### Routed clock nets over the placement, run 1

Bar = 20 µm.
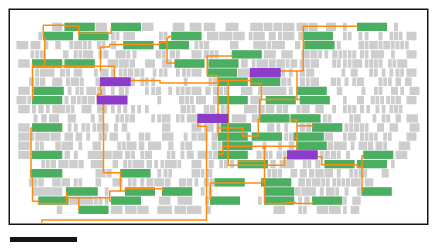
### Power grid, run 1

Pins as bars on the die edge. Tap cells in gray.
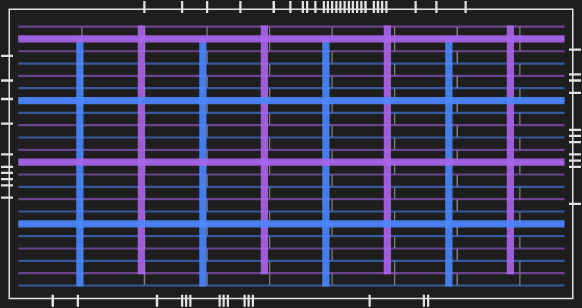
### Clock wiring as the flow saved it, run 1

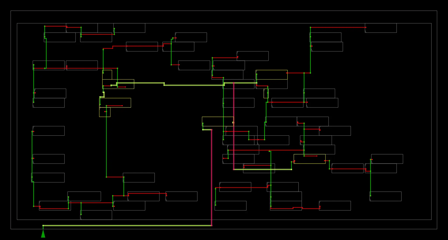
$ cat src/rtl/pipeline_ctrl_pkg.sv
// Shared definitions for the pipeline hazard scheduler.
//  - schedState_t : scheduler FSM states
//  - SB_*         : scoreboard stage indices (EX is the youngest in-flight entry)
//  - REG_ZERO/RA  : architectural register numbers with special meaning
//  - sbEntry_t    : one scoreboard slot {valid, destination}
//  - entryHit     : true when a slot holds a live write to a non-zero register r
package pipeline_ctrl_pkg;

  typedef enum logic {
    RUN      = 1'b0,
    MEM_WAIT = 1'b1
  } schedState_t;

  localparam int SB_EX    = 0;
  localparam int SB_MEM   = 1;
  localparam int SB_WB    = 2;
  localparam int SB_DEPTH = 3;

  localparam logic [4:0] REG_ZERO = 5'd0;
  localparam logic [4:0] REG_RA   = 5'd31;

  typedef struct packed {
    logic       v;
    logic [4:0] addr;
  } sbEntry_t;

  function automatic logic entryHit(input sbEntry_t e, input logic [4:0] r);
    return e.v && (e.addr == r) && (r != REG_ZERO);
  endfunction

endpackage

$ cat src/rtl/hazard_scoreboard.sv
// In-flight destination scoreboard for the EX, MEM and WB stages.
//  clk, rst          : pipeline clock, asynchronous active-low reset
//  shift_en          : advance the scoreboard one stage (low while the pipe is frozen)
//  push_v, push_addr : destination entering EX on a shift
//  rs, rt            : source registers of the instruction in ID
//  hit_rs, hit_rt    : that source is still being produced by an in-flight instruction
module hazard_scoreboard
  import pipeline_ctrl_pkg::*;
#(
  parameter bit WB_BYPASS = 1'b1
) (
  input  logic       clk,
  input  logic       rst,
  input  logic       shift_en,
  input  logic       push_v,
  input  logic [4:0] push_addr,
  input  logic [4:0] rs,
  input  logic [4:0] rt,
  output logic       hit_rs,
  output logic       hit_rt
);

  sbEntry_t                sbReg [SB_DEPTH];
  logic     [SB_DEPTH-1:0] rsHitVec;
  logic     [SB_DEPTH-1:0] rtHitVec;

  always_ff @(posedge clk or negedge rst) begin
    if (!rst) begin
      for (int i = 0; i < SB_DEPTH; i++) begin
        sbReg[i] <= '0;
      end
    end else if (shift_en) begin
      // $0 is never a real dependency, so it is entered as an empty slot.
      sbReg[SB_EX]  <= '{v: push_v && (push_addr != REG_ZERO), addr: push_addr};
      sbReg[SB_MEM] <= sbReg[SB_EX];
      sbReg[SB_WB]  <= sbReg[SB_MEM];
    end
  end

  // With a write-through regfile the WB result is readable in the same cycle,
  // so the WB slot only participates when that bypass is absent.
  for (genvar gi = 0; gi < SB_DEPTH; gi++) begin : g_hit
    localparam bit SLOT_VISIBLE = (gi != SB_WB) || !WB_BYPASS;
    assign rsHitVec[gi] = SLOT_VISIBLE && entryHit(sbReg[gi], rs);
    assign rtHitVec[gi] = SLOT_VISIBLE && entryHit(sbReg[gi], rt);
  end

  assign hit_rs = |rsHitVec;
  assign hit_rt = |rtHitVec;

endmodule

$ cat src/rtl/pipeline_hazard_sched.sv
// Decode-stage hazard scheduler for the 5-stage pipeline.
// Stalls ID on RAW hazards (no forwarding into decode), squashes the wrong-path
// fetch on a taken redirect and freezes EX/MEM/WB while memory is not ready,
// aborting a wait after MEM_TIMEOUT cycles.
//  clk, rst              : pipeline clock, asynchronous active-low reset
//  id_*                  : description of the instruction currently in ID
//  mem_access, MIO_ready : MEM-stage load/store and memory handshake
//  pc_write_en, ifid_write_en, ifid_flush, idex_bubble, redirect_en, pipe_freeze
//                        : combinational pipeline controls (zero latency)
//  mem_timeout_err       : sticky flag, a memory wait was aborted
//  stall_cycles          : saturating count of cycles with pc_write_en low
module pipeline_hazard_sched
  import pipeline_ctrl_pkg::*;
#(
  parameter bit WB_BYPASS   = 1'b1,
  parameter bit DELAY_SLOT  = 1'b0,
  parameter int MEM_TIMEOUT = 255
) (
  input  logic        clk,
  input  logic        rst,
  input  logic        id_valid,
  input  logic [4:0]  id_rs,
  input  logic [4:0]  id_rt,
  input  logic        id_useRs,
  input  logic        id_useRt,
  input  logic        id_writeReg,
  input  logic [4:0]  id_writeAddr,
  input  logic        id_jumpOrBranch,
  input  logic        mem_access,
  input  logic        MIO_ready,
  output logic        pc_write_en,
  output logic        ifid_write_en,
  output logic        ifid_flush,
  output logic        idex_bubble,
  output logic        redirect_en,
  output logic        pipe_freeze,
  output logic        mem_timeout_err,
  output logic [31:0] stall_cycles
);

  localparam logic [7:0] WAIT_LAST = 8'(MEM_TIMEOUT - 1);

  schedState_t stateReg;
  logic [7:0]  waitCntReg;
  logic        timeoutErrReg;
  logic [31:0] stallCntReg;
  logic        idKilledReg;

  logic hitRs;
  logic hitRt;
  logic freeze;
  logic raw;
  logic advance;
  logic redirect;
  logic pushValid;

  // The cycle MIO_ready returns completes the access, so the pipe already moves
  // on that cycle; freeze covers only cycles where memory is actually not ready.
  assign freeze   = !MIO_ready && ((stateReg == MEM_WAIT) || mem_access);
  assign raw      = id_valid && ((id_useRs && hitRs) || (id_useRt && hitRt));
  assign advance  = !freeze && !raw;
  // A branch whose operands are still in flight waits for them before redirecting.
  assign redirect = advance && id_valid && id_jumpOrBranch;

  assign pipe_freeze     = freeze;
  assign pc_write_en     = advance;
  assign ifid_write_en   = advance;
  assign idex_bubble     = raw && !freeze;
  assign redirect_en     = redirect;
  assign ifid_flush      = redirect && !DELAY_SLOT;
  assign mem_timeout_err = timeoutErrReg;
  assign stall_cycles    = stallCntReg;

  // A stalled instruction re-enters ID next cycle, so it must not be recorded
  // yet; neither may a wrong-path instruction that was squashed in IF/ID.
  assign pushValid = id_valid && id_writeReg && !raw && !idKilledReg;

  hazard_scoreboard #(
    .WB_BYPASS (WB_BYPASS)
  ) u_scoreboard (
    .clk       (clk),
    .rst       (rst),
    .shift_en  (!freeze),
    .push_v    (pushValid),
    .push_addr (id_writeAddr),
    .rs        (id_rs),
    .rt        (id_rt),
    .hit_rs    (hitRs),
    .hit_rt    (hitRt)
  );

  always_ff @(posedge clk or negedge rst) begin
    if (!rst) begin
      stateReg      <= RUN;
      waitCntReg    <= '0;
      timeoutErrReg <= 1'b0;
    end else begin
      case (stateReg)
        RUN: begin
          if (mem_access && !MIO_ready) begin
            stateReg   <= MEM_WAIT;
            waitCntReg <= '0;
          end
        end
        MEM_WAIT: begin
          // Ready on the final allowed cycle still counts as a successful access.
          if (MIO_ready) begin
            stateReg <= RUN;
          end else if (waitCntReg == WAIT_LAST) begin
            stateReg      <= RUN;
            timeoutErrReg <= 1'b1;
          end else begin
            waitCntReg <= waitCntReg + 8'd1;
          end
        end
        default: stateReg <= RUN;
      endcase
    end
  end

  always_ff @(posedge clk or negedge rst) begin
    if (!rst) begin
      stallCntReg <= '0;
      idKilledReg <= 1'b0;
    end else begin
      if (!advance && (stallCntReg != 32'hFFFF_FFFF)) begin
        stallCntReg <= stallCntReg + 32'd1;
      end
      // Tracks whether the IF/ID contents were loaded as a squashed slot.
      if (advance) begin
        idKilledReg <= ifid_flush;
      end
    end
  end

endmodule

$ cat config.mk
export PLATFORM = sky130hd
export DESIGN_NAME = pipeline_hazard_sched
export DESIGN_NICKNAME = d
export VERILOG_FILES = /design/src/rtl/pipeline_ctrl_pkg.sv /design/src/rtl/hazard_scoreboard.sv /design/src/rtl/pipeline_hazard_sched.sv
export SDC_FILE = /design/constraint.sdc
export NUM_CORES = 1
export LEC_CHECK = 0
export ABC_AREA = 1
export CORE_ASPECT_RATIO = 0.5
export CORE_MARGIN = 1.5
export CORE_UTILIZATION = 48
export DETAILED_ROUTE_END_ITERATION = 10
export GPL_TIMING_DRIVEN = 1
export PLACE_DENSITY = 0.77
export SLEW_MARGIN = 0
export SYNTH_ARGS = -nofsm -noshare
export SYNTH_HDL_FRONTEND = slang
export SYNTH_SLANG_ARGS = --single-unit
$ cat constraint.sdc
create_clock -name clk -period 1.9 [get_ports clk]
set_input_delay 0.38 -clock clk [delete_from_list [all_inputs] [get_ports clk]]
set_output_delay 0.38 -clock clk [all_outputs]
set_load 0.03 [all_outputs]
==> qor.yml, run 1 <==
yosys:
  ys_seq_share_pct: 39.2
  async_reset_ff_share_pct: 100
  topCellsByArea: "dfrtp_1 39%, nand2_1 21%, inv_1 5.9%"
  edf_count: 0
  aoi_share_pct: 4.02
  yosysTopAreaCell: "dfrtp_1"
  ys_ff: 55
  syn_area_um2: 3510
  simple_gate_share_pct: 40.0
  xor_share_pct: 7.48
  netlist-cell-type-count: 28
  syn_nets: 541
  fa_ha_area_share_pct: 1.07
  mux_share_pct: 0
  ys_chip_area_um2: 3510
  ys_cells: 514
  syn_avg_cell_area_um2: 6.84
  ff_type: "dfrtp_1"
  synth.comb.largest_family: "simple AND/OR/NAND/NOR gates"
  synth_warnings: 0
  synth_top_area_share_pct: 39.2
  syn-instance-count: 514
sta:
  whs_ns: 0.00139
  setup_slack_ns: -0.306
  drv_slew: 0
  hold_viol_final: 0
  rsz0062_at_grt: "true"
  tightestPinTransition_ns: 0.399
  setup-violations-final: 37
  min_period_ns: 2.21
  fmax_mhz: 453
  maxSlewHeadroom_pct: 73.4
  finalClockPeriodUsage_pct: 116
run_status:
  status: "complete, but fails checks"
  violations: "setup timing"
route:
  dr.pass1.iters: 5
  drt_iter0_drc: 182
  vias: 3513
  ant_nets: 0
  routedWlPerCell_um: 12.9
  wirelength_um: 9030
  drcViolationCount: 0
  viasPerCell: 5.01
floorplanning:
  floorplan.io_pins: 63
  placementRows: 21
  chip_area_um2: 7870
  core_area_um2: 6880
  fp_util_pct: 51.0
global_routing:
  grt_max_degree: 40
  grt_pass1_vias: 3269
  grt_overflow: 0
  grt_use_total_pct: 24.8
  grt_pass1_wl_um: 15200
  antenna_found_initial: 0
run:
  tool_warnings: 30
  drv_cap: 0
critical_path:
  crit_path_max_fanout: 4
  ff2ff_setup_slack_ns: -0.04
  cp.required_ns: 1.52
  cp-start-kind: "flip-flop"
  path_class: "reg -> out"
  end_kind: "output port"
  arrival_ns: 1.83
clocking:
  cts_max_path_buffers: 2
  htreeDepth: 2
  clock-root-buffer: "clkbuf_16"
  clk_pin_slew_ns: 0.07
  cts_tree: "done"
  cts_sinks: 55
placement:
  pre_cts_slack_ns: -0.823
  port_buffers: 62
  place.gp.congestion: 0.910
  dp.cells: 684
  hpwl_um: 6720
final_layout:
  finalNonFillerCells: 701
  layout-drive-gt1-share_pct: 14.1
  layout.nets: 635
  lay_top_cells: "191 x nand2_1, 53 x dfrtp_1, 43 x inv_1, 43 x nor2_1, 41 x nand3_1"
  largest_reg_flops: 32
  antenna-diode-count: 0
  area_growth_pct: 33.8
  layout_top_cell: "nand2_1"
pwr:
  p_seq_share_pct: 44.0
  swShare_pct: 32.9
  switchingPower_mw: 1.08
  p_leak_nw: 2.41
  intPower_mw: 2.20
  peakVddDrop_mv: 0.647
  p_per_area_nw_per_um2: 698
  comb_power_share_pct: 27.9
hold_path:
  hold_class: "in -> async"
About 'Routed clock nets over the placement':
[green] flip-flops | count: 55
[purple] clock drivers | count: 5
[orange] clock wires | length: 681 µm
flops lie: all over the die
Clock power frac: 28.1%
Worst-Skew Late Latency: 0.29 ns
Worst Skew: 0.00267 ns

About 'Power grid':
[blue] VSS
[purple] VDD
met5 straps: 4
tap cells: 92
met4 straps: 8
die width: 124 µm
die height: 63.5 µm

About 'Clock wiring as the flow saved it':
Layout clock buffers: 6
Num CTS Buffers: 5
clock group total power: 0.924 mW

[run 1: per-layer routing]
| metal | vias to the layer above | track usage (%) | routed length (µm) |
|---|---|---|---|
| met4 | 0 | 6.11 | 106 |
| met1 | 1634 | 33.8 | 4350 |
| li1 | 1797 | - | - |
| met3 | 11 | 4.71 | 418 |
| met2 | 71 | 40.7 | 4160 |
| met5 | - | 0 | 0 |
[run 1: synthesized netlist by cell type (2+ instances only)]
cell	count
a21oi_1	6
buf_2	4
buf_4	2
buf_6	3
clkbuf_1	4
dfrtp_1	55
ha_1	3
inv_1	55
nand2_1	199
nand3_1	41
nand3_2	2
nand3b_1	2
nand4_1	13
nor2_1	47
nor3_1	20
o21ai_0	18
xnor2_1	7
xor2_1	23
[run 1: power groups by stage]
stage	logic, mW	clock network (mW)	registers, mW
2_1_floorplan	0.408	0	1.53
3_3_place_gp	0.850	0	1.45
3_5_place_dp	0.861	0	1.46
4_1_cts	0.893	0.945	1.44
5_1_grt	1.02	1.02	1.46
6_report	0.915	0.924	1.44
[run 1: worst max-delay path: stages (launching register included)]
cell	delay [ns]
dfrtp_1	0.44
buf_6	0.14
nand2_2	0.05
nand2_1	0.04
nor2_1	0.09
nand3_1	0.07
nand2_1	0.08
nand2_2	0.06
nand2_2	0.07
nand2_2	0.07
buf_6	0.12
nand4_1	0.10
inv_2	0.06
buf_6	0.13
[run 1: timing repair]
item | 4_1_cts | 5_1_grt
resized | 45 | 21
setup endpoints to repair | 40 | 45
pin swaps | 8 | 13
hold buffers | 0 | 0
setup buffers | 21 | 7
hold endpoints to repair | 0 | 0
[run 1: cell type report]
class | count | area, µm²
Inverter | 55 | 210
Sequential cell | 55 | 1380
Tap cell | 92 | 115
Clock inverter | 2 | 16.3
Timing Repair Buffer | 100 | 956
Multi-Input combinational cell | 391 | 1890
Fill cell | 620 | 2180
Clock buffer | 6 | 129
[run 1: per-stage QoR]
stage / cell area, µm² / util (%) / setup TNS [ns] / power [mW]
3_5_place_dp: 4410 / 64.1 / -24.81 / 2.32
3_3_place_gp: 4410 / 64.1 / -23.77 / 2.30
4_1_cts: 4640 / 67.3 / -1.38 / 3.27
5_1_grt: 4700 / 68.3 / -6.97 / 3.49
2_1_floorplan: 3540 / - / -0.0545 / 1.94
6_report: 4700 / 68.3 / -2.13 / 3.28
[run 1: path summary, 6_finish.rpt]
| check | from | to | cells past startpoint |
|---|---|---|---|
| max in group asynchronous | rst | u_scoreboard.sbReg[14]$_DFFE_PN0N_ | 2 |
| min reg2reg | mem_timeout_err$_DFFE_PN0P_ | mem_timeout_err$_DFFE_PN0P_ | 1 |
| min in group clk | mem_timeout_err$_DFFE_PN0P_ | mem_timeout_err$_DFFE_PN0P_ | 1 |
| max reg2reg | u_scoreboard.sbReg[7]$_DFFE_PN0N_ | stall_cycles[23]$_DFFE_PN0P_ | 15 |
| max | u_scoreboard.sbReg[7]$_DFFE_PN0N_ | redirect_en | 13 |
| min | rst | stall_cycles[2]$_DFFE_PN0P_ | 1 |
==> run 1 -> run 2 <==
--- a/config.mk
+++ b/config.mk
@@ -11,6 +11,7 @@
 export CORE_UTILIZATION = 48
 export DETAILED_ROUTE_END_ITERATION = 10
 export GPL_TIMING_DRIVEN = 1
+export HOLD_SLACK_MARGIN = 0.05
 export PLACE_DENSITY = 0.77
 export SLEW_MARGIN = 0
 export SYNTH_ARGS = -nofsm -noshare
==> run 2 against run 1 <==
  * The flow still finishes with violations (setup timing)
  * Largest power group unchanged
  * Synthesized cell count stayed put
  * Worst hold slack better by 0.49 ns
  * Die size stayed put
  * Via count is 0.17% higher
  * Combinational power hardly changed
  * Critical path type unchanged
  * Fmax hardly changed
==> qor.yml, run 2 <==
yosys:
  ys_cells: 514
  ys_chip_area_um2: 3510
  edf_count: 0
  ys_seq_share_pct: 39.2
  ff_type: "dfrtp_1"
  yosysTopAreaCell: "dfrtp_1"
  synth_warnings: 0
  ys_ff: 55
  synth.most_common_cell: "nand2_1"
  topCellsByArea: "dfrtp_1 39%, nand2_1 21%, inv_1 5.9%"
  async_reset_ff_share_pct: 100
  common_cells: "199 x nand2_1, 55 x dfrtp_1, 55 x inv_1"
  syn_area_um2: 3510
  netlist-cell-type-count: 28
  syn_nets: 541
  syn_avg_cell_area_um2: 6.84
  syn-instance-count: 514
  synth_top_area_share_pct: 39.2
global_routing:
  grt_pass1_vias: 3269
  grt_use_total_pct: 24.8
  antenna_found_initial: 0
  grt_pass1_wl_um: 15200
  grt_max_degree: 40
  grt_overflow: 0
floorplanning:
  placementRows: 21
  fp_util_pct: 51.0
  floorplan.io_pins: 63
  chip_area_um2: 7870
  die_h_um: 63.5
  die_w_um: 124
route:
  wirelength_um: 9050
  ant_nets: 0
  dr.pass1.iters: 4
  viasPerCell: 5.01
  drt_iter0_drc: 165
  routedWlPerCell_um: 12.9
  drcViolationCount: 0
  vias: 3519
critical_path:
  arrival_ns: 1.83
  crit_buf_inv: 4
  cpLargestDelayFamily: "simple AND/OR/NAND/NOR gates"
  crit_top_cell: "nand2_2"
  cp-start-kind: "flip-flop"
  cp_slowest_cell: "dfrtp_1"
  path_class: "reg -> out"
  worstPathCellList: "buf_6 > nand2_2 > nand2_1 > nor2_1 > nand3_1 > nand2_1 > nand2_2 > nand2_2 > nand2_2 > buf_6 > nand4_1 > inv_2 > buf_6"
  cp.required_ns: 1.52
  critPathMaxStageDelay_ns: 0.44
  crit_path_max_fanout: 4
  end_kind: "output port"
sta:
  rsz0062_at_grt: "true"
  hold_viol_final: 0
  clock_skew_ns: 0.00318
  fmax_mhz: 453
  whs_ns: 0.488
  min_period_ns: 2.21
  tightestPinTransition_ns: 0.398
  setup-violations-final: 37
  finalClockPeriodUsage_pct: 116
  maxSlewHeadroom_pct: 73.5
  setup_slack_ns: -0.307
  drv_slew: 0
  fin_tns_setup_ns: -2.26
pwr:
  switchingPower_mw: 1.08
  comb_power_share_pct: 27.9
  swShare_pct: 32.9
  p_seq_share_pct: 44.0
  p_leak_nw: 2.41
  intPower_mw: 2.20
  p_per_area_nw_per_um2: 697
  p_clk_share_pct: 28.1
hold_path:
  hold_class: "reg -> reg"
clocking:
  insertion_delay_ns: 0.29
  cts_max_path_buffers: 2
  htreeDepth: 2
  clock-root-buffer: "clkbuf_16"
  clk_pin_slew_ns: 0.07
  cts_buffers: 5
  cts_tree: "done"
final_layout:
  lay_top_cells: "191 x nand2_1, 53 x dfrtp_1, 43 x inv_1, 43 x nor2_1, 41 x nand3_1"
  finish.utilization_pct: 68.4
  seq_area_um2: 1380
  area_growth_pct: 34.0
  layout_top_cell: "nand2_1"
  fillers: 619
  logic_area_um2: 1890
  layout.nets: 636
  stdcell_area_um2: 4710
  layout-drive-gt1-share_pct: 14.1
  antenna-diode-count: 0
  largest_reg_flops: 32
run_status:
  violations: "setup timing"
  status: "complete, but fails checks"
placement:
  placed_cell_area_um2: 4410
  pre_cts_slack_ns: -0.823
  port_buffers: 62
  hpwl_um: 6720
  place.gp.congestion: 0.910
run:
  drv_cap: 0
  tool_warnings: 30
==> run 2: cell counts after synthesis <==
No cell type changed its count.
==> run 2: layout make-up <==
| cell class | count | share of cell area [%] |
|---|---|---|
| Timing Repair Buffer | 101 | 20.5 |
| Clock inverter | 2 | 0.345 |
| Sequential cell | 55 | 29.3 |
| Clock buffer | 6 | 2.74 |
| Inverter | 55 | 4.46 |
| Tap cell | 92 | 2.44 |
| Multi-Input combinational cell | 391 | 40.2 |
==> run 2: cells by family after synthesis <==
group | Yosys count | share of synthesized area, %
simple gates | 331 | 40.0
buf+inv | 68 | 8.26
flops | 55 | 39.2
xor+xnor | 30 | 7.48
compound gates | 27 | 4.02
fa+ha+maj | 3 | 1.07
==> run 2: worst reg2reg max path: stages (launching register included) <==
cell and delay [ns]:
dfrtp_1 0.44, buf_6 0.14, nand2_2 0.05, nand2_1 0.04
nor2_1 0.09, nand3_1 0.07, nand2_1 0.08, nand2_2 0.06
nand2_2 0.07, nand2_2 0.07, nand2_2 0.13, buf_12 0.20
nand2_4 0.08, buf_12 0.17, nand2_1 0.07, nand2_1 0.06
==> run 2: path summary, 6_finish.rpt <==
| path | from | endpoint | slack, ns | cells past startpoint |
|---|---|---|---|---|
| min in group asynchronous | rst | stall_cycles[2]$_DFFE_PN0P_ | 0.54 | 2 |
| hold reg to reg | mem_timeout_err$_DFFE_PN0P_ | mem_timeout_err$_DFFE_PN0P_ | 0.49 | 1 |
| setup reg to reg | u_scoreboard.sbReg[7]$_DFFE_PN0N_ | stall_cycles[23]$_DFFE_PN0P_ | -0.04 | 15 |
| hold / removal | mem_timeout_err$_DFFE_PN0P_ | mem_timeout_err$_DFFE_PN0P_ | 0.49 | 1 |
| max in group asynchronous | rst | u_scoreboard.sbReg[14]$_DFFE_PN0N_ | 0.83 | 3 |
| setup / recovery | u_scoreboard.sbReg[7]$_DFFE_PN0N_ | redirect_en | -0.31 | 13 |
==> run 2: per-layer routing <==
metal	share of wire, %	track usage, %	vias to the layer above
met5	0	0	-
met4	1.2	6.11	0
met3	3.4	4.71	13
met2	46	40.7	57
met1	50	33.8	1650
li1	-	-	1799
==> run 2: timing repair <==
item	4_1_cts	5_1_grt
hold buffers	1	0
hold endpoints to repair	16	0
pin swaps	8	13
resized	45	21
setup buffers	21	7
endpoints found under the setup margin	40	45
==> run 2: power by group through the flow <==
stage / Sequential, mW / Clock (mW) / Combinational (mW)
6_report: 1.44 / 0.923 / 0.916
5_1_grt: 1.46 / 1.02 / 1.02
4_1_cts: 1.44 / 0.945 / 0.894
3_5_place_dp: 1.46 / 0 / 0.861
3_3_place_gp: 1.45 / 0 / 0.850
2_1_floorplan: 1.53 / 0 / 0.408
==> run 2: metrics by stage <==
| step | power, mW | std cells |
|---|---|---|
| global placement | 2.30 | 684 |
| CTS | 3.28 | 698 |
| floorplan | 1.94 | 514 |
| detailed placement | 2.32 | 684 |
| finish | 3.28 | 702 |
| global route | 3.50 | 702 |
### Clock wiring as the flow saved it, run 2

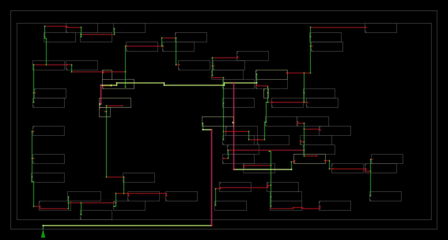
flip-flop and latch count: 55
clock group total power: 0.923 mW
CTS Sinks: 55

### Power grid, run 2

Pins as bars on the die edge. Tap cells in gray.
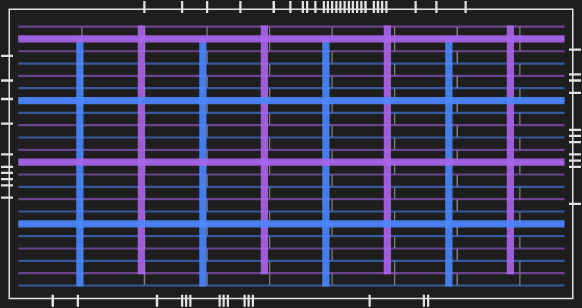
[blue] VSS
[purple] VDD
signal pins: 63
rows: 21
met1 rails: 22
core area: 6880 µm²
VDD IR-drop max: 0.648 mV

Power is estimated from default activity; no workload was simulated.
